$ cat config.mk
export PLATFORM = sky130hd
export DESIGN_NAME = uart_program_loader
export DESIGN_NICKNAME = d
export VERILOG_FILES = /design/src/rtl/uart_program_loader.sv
export SDC_FILE = /design/constraint.sdc
export NUM_CORES = 1
export LEC_CHECK = 0
export CORE_MARGIN = 3
export CORE_UTILIZATION = 59
export CTS_BUF_LIST = sky130_fd_sc_hd__clkbuf_4 sky130_fd_sc_hd__clkbuf_8 sky130_fd_sc_hd__clkbuf_16
export CTS_CLUSTER_DIAMETER = 50
export DETAILED_ROUTE_END_ITERATION = 10
export GPL_TIMING_DRIVEN = 1
export HOLD_SLACK_MARGIN = 0.05
export PLACE_DENSITY = 0.91
export SKIP_LAST_GASP = 1
export SYNTH_ARGS = -nofsm -noshare
export SYNTH_HDL_FRONTEND = slang
export SYNTH_SLANG_ARGS = --single-unit
$ cat constraint.sdc
create_clock -name clk -period 2.9 [get_ports clk]
set_input_delay 0.58 -clock clk [delete_from_list [all_inputs] [get_ports clk]]
set_output_delay 0.58 -clock clk [all_outputs]
set_load 0.02 [all_outputs]
$ cat src/rtl/uart_program_loader.sv
// UART-fed loader for the core's instruction RAM: decodes 8N1 bytes, parses
// HDR/count/data/checksum frames and emits one-cycle write strobes.
module uart_program_loader #(
  parameter int                    CLKS_PER_BIT = 16,
  parameter int                    ADDR_WIDTH   = 4,
  parameter int                    DATA_WIDTH   = 8,
  parameter logic [DATA_WIDTH-1:0] HDR_BYTE     = 8'hA5
) (
  input  logic                  clk,
  input  logic                  rst,
  input  logic                  rx,
  input  logic                  load_en,
  output logic                  mem_we,
  output logic [ADDR_WIDTH-1:0] mem_addr,
  output logic [DATA_WIDTH-1:0] mem_wdata,
  output logic                  cpu_hold,
  output logic                  done,
  output logic                  err
);

  localparam int CW = $clog2(CLKS_PER_BIT);
  localparam int BW = $clog2(DATA_WIDTH);
  localparam int IW = ADDR_WIDTH + 1;
  localparam logic [CW-1:0]         BIT_LAST  = CW'(CLKS_PER_BIT - 1);
  localparam logic [CW-1:0]         HALF_LAST = CW'(CLKS_PER_BIT / 2 - 1);
  localparam logic [BW-1:0]         IDX_LAST  = BW'(DATA_WIDTH - 1);
  localparam logic [DATA_WIDTH-1:0] DEPTH_B   = DATA_WIDTH'(2 ** ADDR_WIDTH);

  typedef enum logic [1:0] {R_IDLE, R_START, R_DATA, R_STOP} rx_state_t;
  typedef enum logic [1:0] {F_IDLE, F_COUNT, F_DATA, F_CSUM} fr_state_t;

  function automatic logic [DATA_WIDTH-1:0] csum_add(input logic [DATA_WIDTH-1:0] a,
                                                     input logic [DATA_WIDTH-1:0] b);
    return a + b;
  endfunction

  rx_state_t               rx_state_r;
  fr_state_t               fr_state_r;
  logic                    sync1_r, sync2_r, rx_d_r;
  logic [CW-1:0]           cnt_r;
  logic [BW-1:0]           bit_idx_r;
  logic [DATA_WIDTH-1:0]   shift_r;
  logic [DATA_WIDTH-1:0]   rx_byte_r;
  logic                    byte_valid_r;
  logic                    frame_err_r;
  logic [IW-1:0]           n_r;
  logic [IW-1:0]           idx_r;
  logic [DATA_WIDTH-1:0]   sum_r;

  // Two-flop synchronizer plus a delayed copy for falling-edge detection; idles high.
  always_ff @(posedge clk or posedge rst) begin
    if (rst) begin
      sync1_r <= 1'b1;
      sync2_r <= 1'b1;
      rx_d_r  <= 1'b1;
    end else begin
      sync1_r <= rx;
      sync2_r <= sync1_r;
      rx_d_r  <= sync2_r;
    end
  end

  // UART receiver: mid-bit sampling, registered byte_valid / framing-error pulses.
  always_ff @(posedge clk or posedge rst) begin
    if (rst) begin
      rx_state_r   <= R_IDLE;
      cnt_r        <= {CW{1'b0}};
      bit_idx_r    <= {BW{1'b0}};
      shift_r      <= {DATA_WIDTH{1'b0}};
      rx_byte_r    <= {DATA_WIDTH{1'b0}};
      byte_valid_r <= 1'b0;
      frame_err_r  <= 1'b0;
    end else begin
      byte_valid_r <= 1'b0;
      frame_err_r  <= 1'b0;
      case (rx_state_r)
        R_IDLE: begin
          if (rx_d_r && !sync2_r) begin
            cnt_r      <= {CW{1'b0}};
            rx_state_r <= R_START;
          end
        end
        R_START: begin
          if (cnt_r == HALF_LAST) begin
            cnt_r      <= {CW{1'b0}};
            bit_idx_r  <= {BW{1'b0}};
            rx_state_r <= sync2_r ? R_IDLE : R_DATA;
          end else begin
            cnt_r <= cnt_r + {{(CW-1){1'b0}}, 1'b1};
          end
        end
        R_DATA: begin
          if (cnt_r == BIT_LAST) begin
            cnt_r   <= {CW{1'b0}};
            shift_r <= {sync2_r, shift_r[DATA_WIDTH-1:1]};
            if (bit_idx_r == IDX_LAST) begin
              rx_state_r <= R_STOP;
            end else begin
              bit_idx_r <= bit_idx_r + {{(BW-1){1'b0}}, 1'b1};
            end
          end else begin
            cnt_r <= cnt_r + {{(CW-1){1'b0}}, 1'b1};
          end
        end
        R_STOP: begin
          if (cnt_r == BIT_LAST) begin
            cnt_r      <= {CW{1'b0}};
            rx_state_r <= R_IDLE;
            if (sync2_r) begin
              byte_valid_r <= 1'b1;
              rx_byte_r    <= shift_r;
            end else begin
              frame_err_r <= 1'b1;
            end
          end else begin
            cnt_r <= cnt_r + {{(CW-1){1'b0}}, 1'b1};
          end
        end
        default: rx_state_r <= R_IDLE;
      endcase
    end
  end

  // Frame parser: load_en gate has priority, then framing abort, then byte handling.
  always_ff @(posedge clk or posedge rst) begin
    if (rst) begin
      fr_state_r <= F_IDLE;
      n_r        <= {IW{1'b0}};
      idx_r      <= {IW{1'b0}};
      sum_r      <= {DATA_WIDTH{1'b0}};
      mem_we     <= 1'b0;
      mem_addr   <= {ADDR_WIDTH{1'b0}};
      mem_wdata  <= {DATA_WIDTH{1'b0}};
      cpu_hold   <= 1'b0;
      done       <= 1'b0;
      err        <= 1'b0;
    end else begin
      mem_we <= 1'b0;
      done   <= 1'b0;
      if (!load_en) begin
        fr_state_r <= F_IDLE;
        cpu_hold   <= 1'b0;
      end else if (frame_err_r) begin
        if (fr_state_r != F_IDLE) begin
          err        <= 1'b1;
          cpu_hold   <= 1'b0;
          fr_state_r <= F_IDLE;
        end
      end else if (byte_valid_r) begin
        case (fr_state_r)
          F_IDLE: begin
            if (rx_byte_r == HDR_BYTE) begin
              err        <= 1'b0;
              sum_r      <= {DATA_WIDTH{1'b0}};
              idx_r      <= {IW{1'b0}};
              cpu_hold   <= 1'b1;
              fr_state_r <= F_COUNT;
            end
          end
          F_COUNT: begin
            if (rx_byte_r == {DATA_WIDTH{1'b0}} || rx_byte_r > DEPTH_B) begin
              err        <= 1'b1;
              cpu_hold   <= 1'b0;
              fr_state_r <= F_IDLE;
            end else begin
              n_r        <= rx_byte_r[IW-1:0];
              fr_state_r <= F_DATA;
            end
          end
          F_DATA: begin
            mem_we    <= 1'b1;
            mem_addr  <= idx_r[ADDR_WIDTH-1:0];
            mem_wdata <= rx_byte_r;
            sum_r     <= csum_add(sum_r, rx_byte_r);
            idx_r     <= idx_r + {{(IW-1){1'b0}}, 1'b1};
            if (idx_r + {{(IW-1){1'b0}}, 1'b1} == n_r) begin
              fr_state_r <= F_CSUM;
            end
          end
          F_CSUM: begin
            if (rx_byte_r == sum_r) begin
              done <= 1'b1;
            end else begin
              err <= 1'b1;
            end
            cpu_hold   <= 1'b0;
            fr_state_r <= F_IDLE;
          end
          default: fr_state_r <= F_IDLE;
        endcase
      end
    end
  end

endmodule

### Register map, names as in the netlist

Scale bar: 20 um. Other sequential cells in the stronger gray, the rest of the logic in the fainter gray.
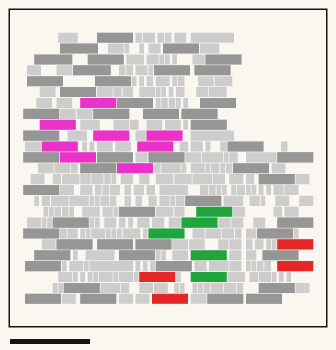
Key: green = n_r [placed flops 5]; red = mem_addr [placed flops 4]; magenta = rx_byte_r [placed flops 8]
Reg area: 0.00166 mm2
Util after Layout: 74.0%

### Cells colored by class

Scale bar: 20 um.
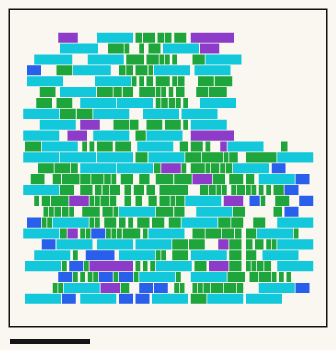
Key: blue = other buffers and delay cells [cells 21, share of their area 6.1%]; purple = clock drivers and dummy loads [cells 16, share of their area 6.9%]; green = combinational and other logic [cells 216, share of their area 41%]; cyan = flops [cells 66, share of their area 46%]
sequential share of cell area: 45.3%
post-route cell area: 0.00366 mm2

### Cells by drive strength

Scale bar: 20 um.
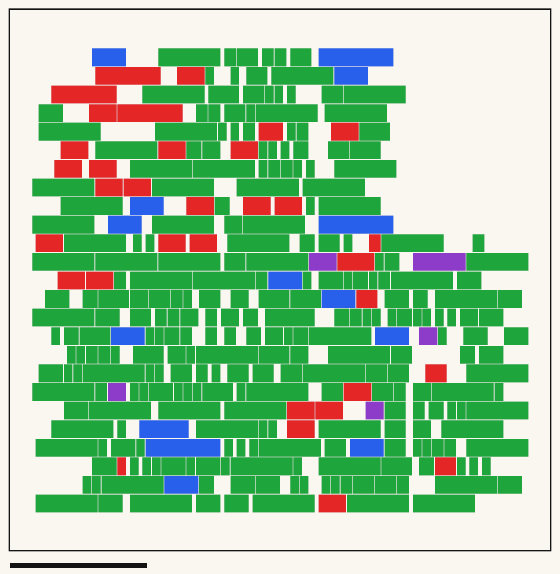
Key: purple = _3 and _4 cells [cells 5]; red = _2 cells [cells 33]; green = _0 and _1 cells [cells 267]; blue = _6 and larger [cells 14]
PnR worst setup slack: 519 ps
Area growth, synth to finish: 16.3%
non-clock buffer count: 21

### Gate families picked out

Scale bar: 20 um.
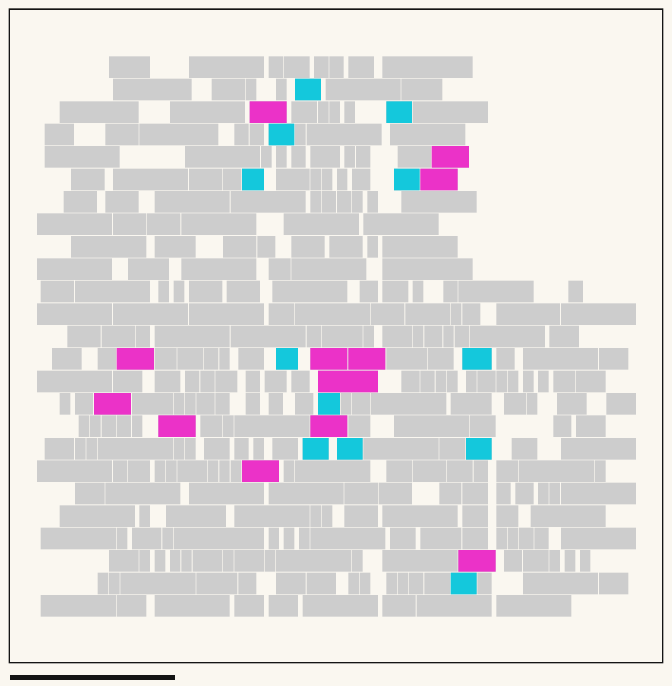
Key: magenta = adder and majority cells [cells 12]; cyan = AND-OR and OR-AND gates [cells 12]
Comb area share: 39.0%
Final Instance Count excl. Fillers: 386
most numerous logic cell after layout: dfrtp_1

==> metrics.yaml <==
grt:
  met2_usage_pct: 35.1
  gr-usage-met3_pct: 6.24
critical_path:
  endpoint_kind: "flop"
  path_depth: 6
  startpoint_type: "flop"
  endpoint: "sum_r[7]"
  required_ps: 3150
status:
  status: "completed"
final_timing:
  hold_viol_final: 0
min_path:
  min-delay-start: "sync1_r"
  hold_path.class: "flop to flop"
synth:
  synth.logic.top_family: "simple AND/OR/NAND/NOR gates"
  syn_inst: 289
  synth-cells-yosys: 289
clock_network:
  cts_resized: 0
floorplan:
  fp.dieW_um: 79
routing:
  drtPass1Iterations: 4
pwr:
  powerClk_mw: 0.956
  irDropWorstVdd_mv: 0.399
placement:
  place_ws_ps: 600
  dpl_cell_area_mm2: 0.00341
No activity file was given, so power comes from the tool's default toggle rates.
